[src/rtl/data_memory_arbiter_pkg.sv]
// Shared definitions for the two-port Data_Memory arbiter: FSM states, port ids, default widths.
package data_memory_arbiter_pkg;

   typedef enum logic {
      IDLE   = 1'b0,
      ACCESS = 1'b1
   } arbState_t;

   localparam logic PORT_A = 1'b0;
   localparam logic PORT_B = 1'b1;

   localparam int DEF_WORDSIZE = 64;
   localparam int DEF_ADDR_W   = 5;

endpackage

[src/rtl/data_memory_arbiter_rr_arbiter_2.sv]
// Combinational two-way pick between ports A and B.
// DMEM_ARB_FIXED_PRIO_EN selects fixed A-first priority and removes the last-served input.
module rr_arbiter_2
   import data_memory_arbiter_pkg::*;
(
`ifndef DMEM_ARB_FIXED_PRIO_EN
   input  logic last_i,
`endif
   input  logic eligA_i,
   input  logic eligB_i,
   output logic grantValid_o,
   output logic grantId_o
);

   always_comb begin
      grantValid_o = eligA_i | eligB_i;
`ifdef DMEM_ARB_FIXED_PRIO_EN
      grantId_o = eligA_i ? PORT_A : PORT_B;
`else
      // On a tie the port that was not served most recently goes first
      if (eligA_i && eligB_i) begin
         grantId_o = (last_i == PORT_A) ? PORT_B : PORT_A;
      end else begin
         grantId_o = eligA_i ? PORT_A : PORT_B;
      end
`endif
   end

endmodule

[src/rtl/data_memory_arbiter.sv]
// Shares the single-port Data_Memory between port A and port B, one access at a time.
// Define DMEM_ARB_FIXED_PRIO_EN for fixed A-first priority instead of round-robin.
module data_memory_arbiter
   import data_memory_arbiter_pkg::*;
#(
   parameter int WORDSIZE = DEF_WORDSIZE,
   parameter int ADDR_W   = DEF_ADDR_W
) (
   input  logic                clk,
   input  logic                rst,
   input  logic                a_req,
   input  logic                a_we,
   input  logic [ADDR_W-1:0]   a_addr,
   input  logic [WORDSIZE-1:0] a_wdata,
   input  logic                b_req,
   input  logic                b_we,
   input  logic [ADDR_W-1:0]   b_addr,
   input  logic [WORDSIZE-1:0] b_wdata,
   output logic                a_ack,
   output logic [WORDSIZE-1:0] a_rdata,
   output logic                b_ack,
   output logic [WORDSIZE-1:0] b_rdata,
   output logic [ADDR_W-1:0]   mem_addr,
   output logic [WORDSIZE-1:0] mem_data_input,
   output logic                mem_write_enable,
   output logic                mem_read,
   input  logic [WORDSIZE-1:0] mem_read_data,
   output logic                busy
);

   arbState_t             state_q, state_d;
   logic                  we_q;
   logic [ADDR_W-1:0]     addr_q;
   logic [WORDSIZE-1:0]   wdata_q;
   logic                  winner_q;
   logic                  a_ack_q, b_ack_q;
   logic [WORDSIZE-1:0]   a_rdata_q, b_rdata_q;

   logic                  eligA, eligB;
   logic                  grantValid, grantId;
   logic                  capture;

   // A request seen during its own ack cycle is the old one still held high
   assign eligA   = a_req & ~a_ack_q;
   assign eligB   = b_req & ~b_ack_q;
   assign capture = (state_q == IDLE) && grantValid;

`ifdef DMEM_ARB_FIXED_PRIO_EN
   rr_arbiter_2 u_rr_arbiter_2 (
      .eligA_i      (eligA),
      .eligB_i      (eligB),
      .grantValid_o (grantValid),
      .grantId_o    (grantId)
   );
`else
   logic last_q;

   rr_arbiter_2 u_rr_arbiter_2 (
      .last_i       (last_q),
      .eligA_i      (eligA),
      .eligB_i      (eligB),
      .grantValid_o (grantValid),
      .grantId_o    (grantId)
   );

   always_ff @(posedge clk or posedge rst) begin
      if (rst) begin
         last_q <= PORT_B;
      end else if (state_q == ACCESS) begin
         last_q <= winner_q;
      end
   end
`endif

   always_ff @(posedge clk or posedge rst) begin
      if (rst) begin
         state_q <= IDLE;
      end else begin
         state_q <= state_d;
      end
   end

   always_comb begin
      state_d = state_q;
      case (state_q)
         IDLE:    if (grantValid) state_d = ACCESS;
         ACCESS:  state_d = IDLE;
         default: state_d = IDLE;
      endcase
   end

   // Memory strobes are decoded from the state so a reset mid-access drops them at once
   always_comb begin
      busy             = (state_q == ACCESS);
      mem_write_enable = busy & we_q;
      mem_read         = busy & ~we_q;
   end

   always_ff @(posedge clk or posedge rst) begin
      if (rst) begin
         we_q      <= 1'b0;
         addr_q    <= '0;
         wdata_q   <= '0;
         winner_q  <= PORT_A;
         a_ack_q   <= 1'b0;
         b_ack_q   <= 1'b0;
         a_rdata_q <= '0;
         b_rdata_q <= '0;
      end else begin
         a_ack_q <= 1'b0;
         b_ack_q <= 1'b0;
         if (capture) begin
            winner_q <= grantId;
            if (grantId == PORT_A) begin
               we_q    <= a_we;
               addr_q  <= a_addr;
               wdata_q <= a_wdata;
            end else begin
               we_q    <= b_we;
               addr_q  <= b_addr;
               wdata_q <= b_wdata;
            end
         end
         if (state_q == ACCESS) begin
            if (winner_q == PORT_A) begin
               a_ack_q <= 1'b1;
               if (!we_q) a_rdata_q <= mem_read_data;
            end else begin
               b_ack_q <= 1'b1;
               if (!we_q) b_rdata_q <= mem_read_data;
            end
         end
      end
   end

   assign a_ack          = a_ack_q;
   assign b_ack          = b_ack_q;
   assign a_rdata        = a_rdata_q;
   assign b_rdata        = b_rdata_q;
   assign mem_addr       = addr_q;
   assign mem_data_input = wdata_q;

endmodule

[config.mk]
export PLATFORM = sky130hd
export DESIGN_NAME = data_memory_arbiter
export DESIGN_NICKNAME = d
export VERILOG_FILES = /design/src/rtl/data_memory_arbiter_pkg.sv /design/src/rtl/data_memory_arbiter_rr_arbiter_2.sv /design/src/rtl/data_memory_arbiter.sv
export SDC_FILE = /design/constraint.sdc
export NUM_CORES = 1
export LEC_CHECK = 0
export ABC_AREA = 1
export CELL_PAD_IN_SITES_DETAIL_PLACEMENT = 2
export CELL_PAD_IN_SITES_GLOBAL_PLACEMENT = 2
export CORE_UTILIZATION = 23
export CTS_BUF_LIST = sky130_fd_sc_hd__clkbuf_4
export DETAILED_ROUTE_END_ITERATION = 16
export PLACE_DENSITY_LB_ADDON = 0.12
export SYNTH_ARGS = -nofsm -noshare
export SYNTH_HDL_FRONTEND = slang
export SYNTH_HIERARCHICAL = 1
export SYNTH_SLANG_ARGS = --single-unit
[constraint.sdc]
create_clock -name clk -period 9.96 [get_ports clk]
set_clock_uncertainty 0.1 [all_clocks]
set_input_delay 1.992 -clock clk [delete_from_list [all_inputs] [get_ports clk]]
set_output_delay 1.992 -clock clk [all_outputs]
set_load 0.005 [all_outputs]
run_1/met3.png
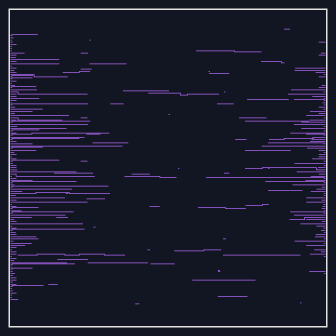
- share of all routed wire: 9.5%
- nets with wire on the layer: 221
- main direction: horizontal
- wire length on this layer: 3550 um
total wire length: 37.5 mm
DR vias: 9047
met3 usage: 7.71%

run_1/wire_density.png
The die is cut into 40 by 40 equal tiles; black is low, pale yellow is high, scaled to the fullest tile. Values are wire area over tile area, all layers added.
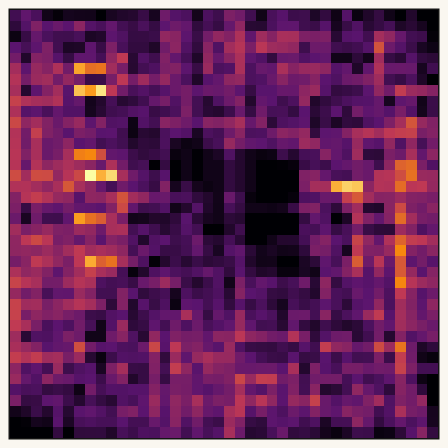
- fullest tile: 0.61
- mean over tiles: 0.16
- nearly empty tiles: 3.6%
- emptiest ninth of the die: middle

run_1/port_nets.png
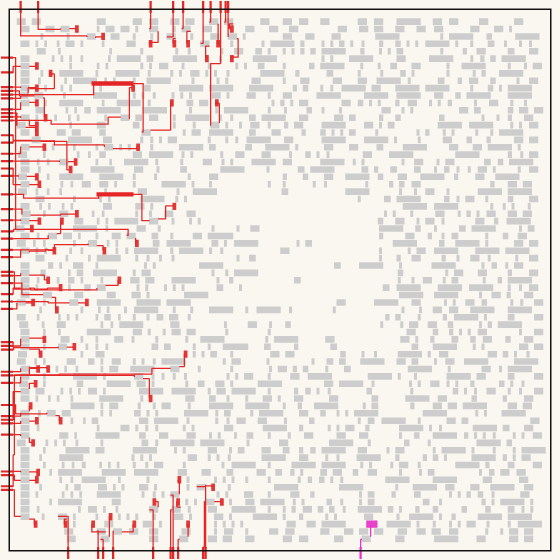
- magenta: rst (bits 1; direction input; edge bottom; end cells 1; buffers 1; wire 8.40 um)
- red: b_wdata (bits 64; direction input; edge 44 left, 10 top, 10 bottom; end cells 64; buffers 64; wire 1480 um)

-- run 1: per-layer routing --
layer	track usage [%]	up-vias	share of wire, %
met5	0	-	0.25
met4	4.81	14	1.6
met3	7.71	61	9.5
met2	31.8	285	48
met1	21.9	4370	41
li1	-	4317	-
-- run 1: where the power goes --
part           switching, mW  internal, mW
sequential             0.233          1.24
clock                  0.377         0.372
combinational           1.13          1.02
total                   1.74          2.63
-- run 1: sequential cells by signal, summed over array words and instances (netlist names) --
register        flops
a_ack               1
a_rdata            64
b_ack               1
b_rdata            64
busy                1
last_q              1
mem_addr            5
mem_data_input     64
we_q                1
winner_q            1
-- run 1: area by class of cell --
class                      count  share of cell area (%)
multi-input combinational    820                    23.9
antenna                        1                  0.0179
sequential                   203                    36.4
timing repair buffer         420                    29.9
inverter                      11                   0.367
clock buffer                  81                    4.35
tap                          511                    4.57
clock inverter                20                   0.546
-- run 1: cells by family after synthesis --
| family | after synthesis | synth area share [%] |
|---|---|---|
| compound gates | 1 | 0.0561 |
| buf+inv | 88 | 5.41 |
| flops | 203 | 57.1 |
| simple gates | 819 | 37.5 |
-- run 1: per-stage QoR --
stage          utilization (%)  hold slack, ns  setup WS, ns  cell area, um2  instances
2_1_floorplan                -           0.342          2.33            8900       1111
3_3_place_gp              35.1           0.353          5.14           13300       1965
3_5_place_dp              35.1           0.358          5.09           13300       1965
4_1_cts                   36.9           0.375          5.14           14000       2066
5_1_grt                   36.9           0.399          5.05           14000       2067
6_report                  36.9           0.369          5.29           14000       2067
-- run 1: Yosys cell counts --
cell type	count
sky130_fd_sc_hd__nand2_1	683
sky130_fd_sc_hd__dfrtp_1	202
sky130_fd_sc_hd__nand3_1	64
sky130_fd_sc_hd__nand4_1	64
sky130_fd_sc_hd__buf_2	55
sky130_fd_sc_hd__buf_4	12
sky130_fd_sc_hd__inv_1	8
sky130_fd_sc_hd__buf_6	5
sky130_fd_sc_hd__clkbuf_1	5
sky130_fd_sc_hd__nor2_1	4
sky130_fd_sc_hd__inv_2	3
sky130_fd_sc_hd__nand3_2	2
sky130_fd_sc_hd__dfstp_2	1
sky130_fd_sc_hd__nand2_4	1
sky130_fd_sc_hd__o21ai_0	1
sky130_fd_sc_hd__or2_1	1
-- run 1: critical path: cells and delay by family, from the launching register on --
kind                   cells  cell delay, ns
AND/OR/NAND/NOR            1            0.14
buffers and inverters      3            1.33
flip-flops                 1            0.39
-- run 1: path summary, 6_finish.rpt --
check,startpoint,to,slack [ns],cells past startpoint
max,busy,mem_write_enable,5.29,4
min,last_q,last_q,0.37,2
max reg2reg,a_ack,mem_data_input[53],7.13,7
min reg2reg,last_q,last_q,0.37,2
max in group asynchronous,rst,a_rdata[25],6.73,3
min in group asynchronous,rst,b_rdata[59],1.65,2
==> flow_summary.html, run 1 <==
<h3>Run summary</h3>
<table>
<tr><th>Metric</th><th>Value</th></tr>
<tr><th colspan="2">Die</th></tr>
<tr><td>DIE WIDTH</td><td>199 um</td></tr>
<tr><td>Row count</td><td>71</td></tr>
<tr><td>Total I/O pin count</td><td>410</td></tr>
<tr><td>Starting utilization of the core area</td><td>23.5%</td></tr>
<tr><td>Core area</td><td>37800 um2</td></tr>
<tr><td>Die boundary height</td><td>199 um</td></tr>
<tr><td>Chip area</td><td>39500 um2</td></tr>
<tr><th colspan="2">Layout</th></tr>
<tr><td>Share of layout cells above drive strength 1</td><td>6.95%</td></tr>
<tr><td>Top cells excl fill/tap</td><td>sky130_fd_sc_hd__nand2_1 (682), sky130_fd_sc_hd__clkdlybuf4s50_1 (409), sky130_fd_sc_hd__dfrtp_1 (201), sky130_fd_sc_hd__clkbuf_4 (81)</td></tr>
<tr><td># fillers</td><td>4377</td></tr>
<tr><td>Combinational gate area</td><td>3340 um2</td></tr>
<tr><td>Seq. cell area</td><td>5080 um2</td></tr>
<tr><td>Signed area change from the synthesized netlist to the final layout</td><td>57.0%</td></tr>
<tr><td>Final-stage net count</td><td>1724</td></tr>
<tr><td>Most common library cell in the layout ignoring fill and taps</td><td>sky130_fd_sc_hd__nand2_1</td></tr>
<tr><th colspan="2">Critical path</th></tr>
<tr><td>CP Data Arrival Time</td><td>2.58 ns</td></tr>
<tr><td>Largest fanout on the critical path</td><td>68</td></tr>
<tr><td>Highest-delay cell along the critical path</td><td>sky130_fd_sc_hd__buf_4</td></tr>
<tr><td>Slowest Stage Delay on Critical Path</td><td>0.68 ns</td></tr>
<tr><td>Nature of the critical path endpoint</td><td>primary output</td></tr>
<tr><td>Critical path required time</td><td>7.87 ns</td></tr>
<tr><td>Kind of critical path</td><td>reg -&gt; out</td></tr>
<tr><td>CP Launch Type</td><td>flip-flop</td></tr>
<tr><td>Crit path cell chain</td><td>buf_4, nand2_1, inv_1, clkdlybuf4s50_1</td></tr>
<tr><th colspan="2">Drt</th></tr>
<tr><td>Routed len/inst</td><td>18.1 um</td></tr>
<tr><td>Routed vias/inst</td><td>4.38</td></tr>
<tr><td>Number of nets still failing antenna checks after routing</td><td>0</td></tr>
<tr><td>DR DRC count</td><td>0</td></tr>
<tr><td>Drt first pass iters</td><td>4</td></tr>
<tr><td>Initial drt markers</td><td>202</td></tr>
<tr><th colspan="2">Yosys</th></tr>
<tr><td>Post-Synthesis Cell Area</td><td>8900 um2</td></tr>
<tr><td>Synth area leader</td><td>sky130_fd_sc_hd__dfrtp_1</td></tr>
<tr><td>Mean post-synth cell area</td><td>8.02 um2</td></tr>
<tr><td>Yosys warnings</td><td>6</td></tr>
<tr><td>Post-synthesis cell count from yosys</td><td>1111</td></tr>
<tr><td>Top cells by area in the synthesized netlist</td><td>sky130_fd_sc_hd__dfrtp_1 (57%), sky130_fd_sc_hd__nand2_1 (29%), sky130_fd_sc_hd__nand4_1 (4.5%)</td></tr>
<tr><td>Proportion of netlist area held by the largest area contributor</td><td>56.8%</td></tr>
<tr><td>Register area share after synthesis</td><td>57.1%</td></tr>
<tr><td>Net count of the mapped netlist</td><td>1319</td></tr>
<tr><td>Cell count after synthesis</td><td>1111</td></tr>
<tr><td>FF+latch count, synth</td><td>203</td></tr>
<tr><td>Unique cell types</td><td>16</td></tr>
<tr><td>Chip area estimate from yosys synthesis</td><td>8900 um2</td></tr>
<tr><th colspan="2">Final timing</th></tr>
<tr><td>Max_slew headroom</td><td>28.9%</td></tr>
<tr><td>Setup repair after global routing missed its margin</td><td>false</td></tr>
<tr><td>Achievable frequency</td><td>0.214 GHz</td></tr>
<tr><td>Min Clock Period, post-route</td><td>4.67 ns</td></tr>
<tr><td>Final worst path period share</td><td>46.9%</td></tr>
<tr><td>Final slew viol count</td><td>0</td></tr>
<tr><td>Transition time at the pin with the least slew margin</td><td>1.07 ns</td></tr>
<tr><td>Final setup TNS</td><td>0 ns</td></tr>
<tr><td>Final setup violating endpoints</td><td>0</td></tr>
<tr><td>Final Hold Viols</td><td>0</td></tr>
<tr><th colspan="2">Power</th></tr>
<tr><td>Post-layout total power</td><td>4.37 mW</td></tr>
<tr><td>Leakage</td><td>6.91 nW</td></tr>
<tr><td>Maximum ir drop on the vdd rail</td><td>0.145 mV</td></tr>
<tr><td>Pwr dens</td><td>313 nW/um2</td></tr>
<tr><th colspan="2">CTS</th></tr>
<tr><td>Clock insertion delay at the later pin of the skew report</td><td>0.71 ns</td></tr>
<tr><td>Resize count post-CTS</td><td>0</td></tr>
<tr><td>Number of clock sinks seen by CTS</td><td>203</td></tr>
<tr><td>Cts bufs inserted</td><td>60</td></tr>
<tr><td>Hold Buf Count CTS</td><td>0</td></tr>
<tr><td>Setup bufs post-CTS</td><td>0</td></tr>
<tr><td>Root cell of the clock tree</td><td>sky130_fd_sc_hd__clkbuf_4</td></tr>
<tr><td>Clock slew at reported path FFs</td><td>0.06 ns</td></tr>
<tr><td>Clock tree from TritonCTS</td><td>yes</td></tr>
<tr><td>Maximum level of the CTS H-tree</td><td>2</td></tr>
<tr><th colspan="2">Global routing</th></tr>
<tr><td>Antenna violations before repair</td><td>8</td></tr>
<tr><td>Global-route wire length before repair</td><td>56.9 mm</td></tr>
<tr><td>Overflow left after global routing</td><td>0</td></tr>
<tr><td>Vias in the first global route</td><td>9834</td></tr>
<tr><td>Global Route Usage Sum</td><td>18.8%</td></tr>
<tr><th colspan="2">Place</th></tr>
<tr><td>Routability Congestion</td><td>0.751</td></tr>
<tr><td>DP Wirelength</td><td>25.6 mm</td></tr>
<tr><td>Count of input and output buffers</td><td>409</td></tr>
<tr><th colspan="2">Flow run</th></tr>
<tr><td>Number of warnings in the stage logs</td><td>26</td></tr>
<tr><td>Number of maximum-capacitance constraint violations</td><td>0</td></tr>
<tr><th colspan="2">Hold path</th></tr>
<tr><td>Classification of the worst-slack hold path</td><td>reg -&gt; reg</td></tr>
<tr><th colspan="2">Outcome</th></tr>
<tr><td>Outcome</td><td>completed</td></tr>
</table>
--- run 2 (diff from run 1) ---
clock period = 4.5 ns   (was 9.96 ns; I/O delays follow)
run_2/final_placement.png
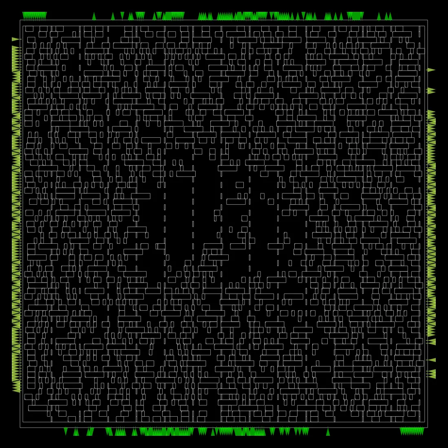
Finished Layout Cells: 2077
total number of tap cells: 511
row count: 71

==> run 2 against run 1 <==
  * Global-route usage up 0.58 points
  * Setup slack worse by 4.0 ns
  * Clock power rose to 2.6 times the previous value
  * Synthesized cell count unchanged
  * Clock-buffer cell count up 10
  * Sequential power up 120%
  * Power up 130%
  * First-iteration DRC count up 27%
  * Cell count up 0.48%
  * Largest cell class unchanged
==> flow_summary.html, run 2 <==
<h3>Run summary</h3>
<table>
<tr><th>Metric</th><th>Value</th></tr>
<tr><th colspan="2">Final timing</th></tr>
<tr><td>Final setup TNS</td><td>0 ns</td></tr>
<tr><td>Transition time at the pin with the least slew margin</td><td>0.935 ns</td></tr>
<tr><td>Min Clock Period, post-route</td><td>3.22 ns</td></tr>
<tr><td>Crit path setup slack, layout</td><td>1.28 ns</td></tr>
<tr><td>Final Hold Viols</td><td>0</td></tr>
<tr><th colspan="2">Critical path</th></tr>
<tr><td>Critical Path Source</td><td>busy</td></tr>
<tr><td>Logic depth of the worst path, buffers included</td><td>4</td></tr>
<tr><td>WP buf/inv</td><td>3</td></tr>
<tr><td>CP Launch Type</td><td>flip-flop</td></tr>
<tr><td>FF-to-FF setup slack</td><td>2.16 ns</td></tr>
<tr><td>Highest-delay cell along the critical path</td><td>sky130_fd_sc_hd__clkdlybuf4s50_1</td></tr>
<tr><td>Slowest Stage Delay on Critical Path</td><td>0.55 ns</td></tr>
<tr><td>Path depth of the worst reg2reg path</td><td>6</td></tr>
<tr><td>Nature of the critical path endpoint</td><td>primary output</td></tr>
<tr><td>Largest delay share family, worst path</td><td>buffers and inverters</td></tr>
<tr><td>CP Data Arrival Time</td><td>2.22 ns</td></tr>
<tr><th colspan="2">Global routing</th></tr>
<tr><td>Overflow left after global routing</td><td>0</td></tr>
<tr><td>Antenna violations before repair</td><td>4</td></tr>
<tr><td>Vias in the first global route</td><td>10100</td></tr>
<tr><td>Global-route wire length before repair</td><td>58.3 mm</td></tr>
<tr><th colspan="2">Layout</th></tr>
<tr><td>Core utilization of the finished layout</td><td>37.5%</td></tr>
<tr><td>Top cells excl fill/tap</td><td>sky130_fd_sc_hd__nand2_1 (682), sky130_fd_sc_hd__clkdlybuf4s50_1 (409), sky130_fd_sc_hd__dfrtp_1 (201), sky130_fd_sc_hd__clkbuf_4 (91)</td></tr>
<tr><td>Share of layout cells above drive strength 1</td><td>8.01%</td></tr>
<tr><td>Signed area change from the synthesized netlist to the final layout</td><td>59.3%</td></tr>
<tr><th colspan="2">Yosys</th></tr>
<tr><td>Synth area leader</td><td>sky130_fd_sc_hd__dfrtp_1</td></tr>
<tr><td>Yosys top cell by instances</td><td>sky130_fd_sc_hd__nand2_1</td></tr>
<tr><td>Adder and majority gate portion of the synthesized area</td><td>0%</td></tr>
<tr><td>Simple Share, Synth</td><td>37.5%</td></tr>
<tr><td>Main logic family after synthesis</td><td>simple AND/OR/NAND/NOR gates</td></tr>
<tr><td>Post-Synthesis Cell Area</td><td>8900 um2</td></tr>
<tr><td>Count of flip-flops with a built-in enable after synthesis</td><td>0</td></tr>
<tr><td>Post-synth top cells</td><td>sky130_fd_sc_hd__nand2_1 (683), sky130_fd_sc_hd__dfrtp_1 (202), sky130_fd_sc_hd__nand3_1 (64), sky130_fd_sc_hd__nand4_1 (64), sky130_fd_sc_hd__buf_2 (55)</td></tr>
<tr><td>Unique cell types</td><td>16</td></tr>
<tr><td>Prevailing post-synth register cell</td><td>sky130_fd_sc_hd__dfrtp_1</td></tr>
<tr><th colspan="2">Die</th></tr>
<tr><td>Total I/O pin count</td><td>410</td></tr>
<tr><td>Die boundary height</td><td>199 um</td></tr>
<tr><td>DIE WIDTH</td><td>199 um</td></tr>
<tr><td>Chip area</td><td>39500 um2</td></tr>
<tr><td>Core area</td><td>37800 um2</td></tr>
<tr><td>Starting utilization of the core area</td><td>23.5%</td></tr>
<tr><th colspan="2">CTS</th></tr>
<tr><td>Resize count post-CTS</td><td>0</td></tr>
<tr><td>Number of clock sinks seen by CTS</td><td>203</td></tr>
<tr><td>Maximum level of the CTS H-tree</td><td>3</td></tr>
<tr><td>Clock insertion delay at the later pin of the skew report</td><td>0.69 ns</td></tr>
<tr><td>Hold Buf Count CTS</td><td>0</td></tr>
<tr><th colspan="2">Place</th></tr>
<tr><td>DP Wirelength</td><td>26.1 mm</td></tr>
<tr><td>Worst-case setup slack after placement</td><td>1.44 ns</td></tr>
<tr><td>Routability Congestion</td><td>0.756</td></tr>
<tr><th colspan="2">Drt</th></tr>
<tr><td>Initial drt markers</td><td>257</td></tr>
<tr><td>DR DRC count</td><td>0</td></tr>
<tr><td>Drt first pass iters</td><td>4</td></tr>
<tr><td>DR vias</td><td>9179</td></tr>
<tr><td>Routed vias/inst</td><td>4.42</td></tr>
<tr><th colspan="2">Outcome</th></tr>
<tr><td>Outcome</td><td>completed</td></tr>
<tr><th colspan="2">Power</th></tr>
<tr><td>Post-layout total power</td><td>10.0 mW</td></tr>
<tr><td>Maximum ir drop on the vdd rail</td><td>0.249 mV</td></tr>
<tr><th colspan="2">Hold path</th></tr>
<tr><td>Classification of the worst-slack hold path</td><td>reg -&gt; reg</td></tr>
</table>
-- run 2: cell type report --
type | count | area (um2)
antenna | 5 | 12.5
tap | 511 | 639
clock inverter | 11 | 120
sequential | 203 | 5080
fill | 4361 | 23700
multi-input combinational | 820 | 3340
inverter | 11 | 47.5
clock buffer | 91 | 683
timing repair buffer | 425 | 4250
-- run 2: worst min-delay path, cell delays in order (launching register included) --
cell and delay, ns:
sky130_fd_sc_hd__dfrtp_1 0.34, sky130_fd_sc_hd__nand2_1 0.05, sky130_fd_sc_hd__nand2_1 0.05
-- run 2: how the worst min path moves through the flow --
stage	to	startpoint
3_5_place_dp	a_rdata[35]	a_rdata[35]
6_report	a_rdata[30]	a_rdata[30]
5_1_grt	a_rdata[38]	a_rdata[38]
4_1_cts	a_rdata[35]	a_rdata[35]
2_1_floorplan	last_q	last_q
3_3_place_gp	a_rdata[56]	a_rdata[56]
-- run 2: through the flow --
step	area [um2]	hold slack, ns	instances
5_1_grt	14200	0.391	2074
3_5_place_dp	13400	0.360	1970
3_3_place_gp	13400	0.353	1970
2_1_floorplan	8910	0.342	1111
4_1_cts	14200	0.375	2072
6_report	14200	0.368	2077
-- run 2: kinds of logic (layout without fill, tap and decap cells) --
group / count (synthesis) / count (layout)
DFF: 203 / 203
AOI/OAI and AO/OA: 1 / 1
other: 0 / 5
buffers and inverters: 88 / 538
and+or+nand+nor: 819 / 819
-- run 2: per-layer routing --
layer / part of all wire [%] / vias to the layer above / track usage, % / wire length [um]
met5: 0.045 / - / 0 / 17
met4: 2.0 / 2 / 7.01 / 751
met3: 10 / 54 / 8.63 / 3870
met2: 47 / 306 / 31.5 / 18000
met1: 41 / 4466 / 22.5 / 15600
li1: - / 4351 / - / -
-- run 2: report_power, final --
part	leakage, nW	internal [mW]	total [mW]	switching [mW]
clock	0.479	1.09	1.97	0.881
combinational	4.03	2.29	4.81	2.52
sequential	2.50	2.74	3.24	0.501
--- run 3 (diff from run 2) ---
clock period = 3.01 ns   (was 4.5 ns; I/O delays follow)
run_3/final_placement.png
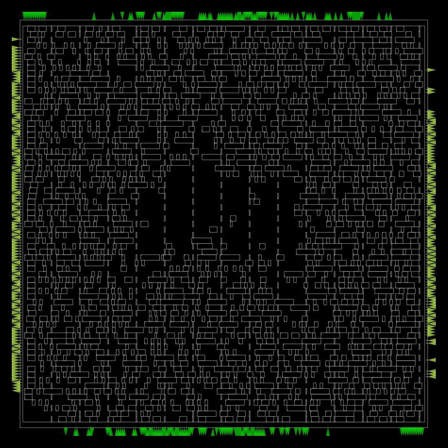
count of sequential standard cells: 203
share of cell area taken by flip-flops and latches: 35.6%
core utilization of the finished layout: 37.7%
core area: 37800 um2

==> run 3 against run 2 <==
  * Synthesized cell count unchanged
  * First-iteration DRC count grew 3.9%
  * Worst hold slack worse by 0.24 ns
  * Sequential share of layout area decreased by 0.25 points
  * Largest power group unchanged
  * Highest routed layer unchanged
==> flow_summary.html, run 3 <==
<h3>Run summary</h3>
<table>
<tr><th>Metric</th><th>Value</th></tr>
<tr><th colspan="2">Outcome</th></tr>
<tr><td>Outcome</td><td>completed</td></tr>
<tr><th colspan="2">Critical path</th></tr>
<tr><td>Kind of critical path</td><td>reg -&gt; out</td></tr>
<tr><td>Largest fanout on the critical path</td><td>7</td></tr>
<tr><td>FF-to-FF setup slack</td><td>0.78 ns</td></tr>
<tr><td>Reg-to-Reg End</td><td>b_rdata[4]</td></tr>
<tr><td>Crit path cell chain</td><td>inv_2, nor2_1, clkdlybuf4s50_1</td></tr>
<tr><td>Path depth of the worst reg2reg path</td><td>4</td></tr>
<tr><td>Largest delay share family, worst path</td><td>buffers and inverters</td></tr>
<tr><td>Slowest Stage Delay on Critical Path</td><td>0.56 ns</td></tr>
<tr><th colspan="2">Layout</th></tr>
<tr><td>Seq. cell area</td><td>5080 um2</td></tr>
<tr><td>Signed area change from the synthesized netlist to the final layout</td><td>60.4%</td></tr>
<tr><td>Combinational gate area</td><td>3340 um2</td></tr>
<tr><td># fillers</td><td>4349</td></tr>
<tr><td>Final-stage net count</td><td>1744</td></tr>
<tr><th colspan="2">Drt</th></tr>
<tr><td>DR vias</td><td>9200</td></tr>
<tr><td>Number of nets still failing antenna checks after routing</td><td>0</td></tr>
<tr><td>Drt first pass iters</td><td>6</td></tr>
<tr><td>DR DRC count</td><td>0</td></tr>
<tr><th colspan="2">Place</th></tr>
<tr><td>Placed Instance Area</td><td>13500 um2</td></tr>
<tr><td>DP Wirelength</td><td>26.7 mm</td></tr>
<tr><th colspan="2">Final timing</th></tr>
<tr><td>Max_slew headroom</td><td>18.9%</td></tr>
<tr><td>Final worst path period share</td><td>86.2%</td></tr>
<tr><td>Setup repair after global routing missed its margin</td><td>false</td></tr>
<tr><td>Achievable frequency</td><td>0.385 GHz</td></tr>
<tr><th colspan="2">Yosys</th></tr>
<tr><td>Count of flip-flops with a built-in enable after synthesis</td><td>0</td></tr>
<tr><td>Async S/R FF share, synth</td><td>100%</td></tr>
<tr><td>Cell count after synthesis</td><td>1111</td></tr>
<tr><td>Post-Synthesis Cell Area</td><td>8900 um2</td></tr>
<tr><td>Net count of the mapped netlist</td><td>1319</td></tr>
<tr><td>Post-synthesis cell count from yosys</td><td>1111</td></tr>
<tr><th colspan="2">Die</th></tr>
<tr><td>Total I/O pin count</td><td>410</td></tr>
<tr><td>Die boundary height</td><td>199 um</td></tr>
<tr><td>Chip area</td><td>39500 um2</td></tr>
<tr><th colspan="2">CTS</th></tr>
<tr><td>Clock insertion delay at the later pin of the skew report</td><td>0.71 ns</td></tr>
<tr><td>Cts bufs inserted</td><td>66</td></tr>
<tr><td>Clock slew at reported path FFs</td><td>0.06 ns</td></tr>
<tr><td>Setup bufs post-CTS</td><td>0</td></tr>
<tr><th colspan="2">Power</th></tr>
<tr><td>Maximum ir drop on the vdd rail</td><td>0.522 mV</td></tr>
<tr><td>Leakage</td><td>7.05 nW</td></tr>
<tr><th colspan="2">Global routing</th></tr>
<tr><td>Vias in the first global route</td><td>10100</td></tr>
</table>
[run 3: netlist changes by cell type in the layout (fill, tap and decap cells not counted)]
cell                       before  now
sky130_fd_sc_hd__buf_4         13   19
sky130_fd_sc_hd__clkbuf_4      91   87
sky130_fd_sc_hd__buf_12         3    6
sky130_fd_sc_hd__diode_2        5    9
sky130_fd_sc_hd__clkinv_1       6   10
[run 3: final cells by class]
| class | count | area share [%] |
|---|---|---|
| well taps | 511 | 4.48 |
| clock inverters | 15 | 0.946 |
| repair buffers | 434 | 30.5 |
| flip-flops and latches | 203 | 35.6 |
| multi-input cells | 820 | 23.4 |
| inverters | 11 | 0.333 |
| diodes | 9 | 0.158 |
| clock buffers | 87 | 4.57 |
[run 3: layer usage]
layer  vias to the layer above  share of wire (%)  GRT usage (%)
met2                       311                 48           32.6
met1                      4462                 41           22.8
met5                         -               0.13              0
met3                        55                9.5           8.88
li1                       4364                  -              -
met4                         8                1.7           5.47
[run 3: worst max path at each step]
stage / startpoint / to / slack [ns]
2_1_floorplan: rst / a_ack / -0.32
3_3_place_gp: b_req / mem_data_input[19] / 0.65
3_5_place_dp: b_req / mem_data_input[61] / 0.57
4_1_cts: busy / mem_read / 0.30
5_1_grt: busy / mem_write_enable / 0.22
6_report: busy / mem_read / 0.41
[run 3: worst reg2reg max path: cells and delay by family (launching register included)]
| kind | cells | cell delay, ns |
|---|---|---|
| flip-flops | 1 | 0.44 |
| AND/OR/NAND/NOR | 2 | 0.49 |
| buffers and inverters | 2 | 1.12 |
[run 3: kinds of logic (layout without fill, tap and decap cells)]
kind of cell / after synthesis / after routing / share of synthesized area, %
flip-flops: 203 / 203 / 57.1
AND/OR/NAND/NOR: 819 / 819 / 37.5
buffers and inverters: 88 / 547 / 5.41
other: 0 / 9 / 0
AND-OR/OR-AND: 1 / 1 / 0.0561
[run 3: report_power, final]
part / internal, mW / switching (mW) / leakage (nW)
sequential: 4.09 / 0.764 / 2.50
combinational: 3.49 / 3.81 / 4.09
clock: 1.58 / 1.30 / 0.467
total: 9.16 / 5.87 / 7.05
[run 3: stage by stage]
step / worst slack [ns] / setup TNS (ns) / std cells / util [%]
after detailed placement: 0.570 / 0 / 1979 / 35.6
after global placement: 0.648 / 0 / 1979 / 35.6
after CTS: 0.298 / 0 / 2081 / 37.7
after floorplan: -0.321 / -64.94 / 1111 / -
final: 0.414 / 0 / 2090 / 37.7
after global routing: 0.225 / 0 / 2088 / 37.7
Power is estimated from default activity; no workload was simulated.
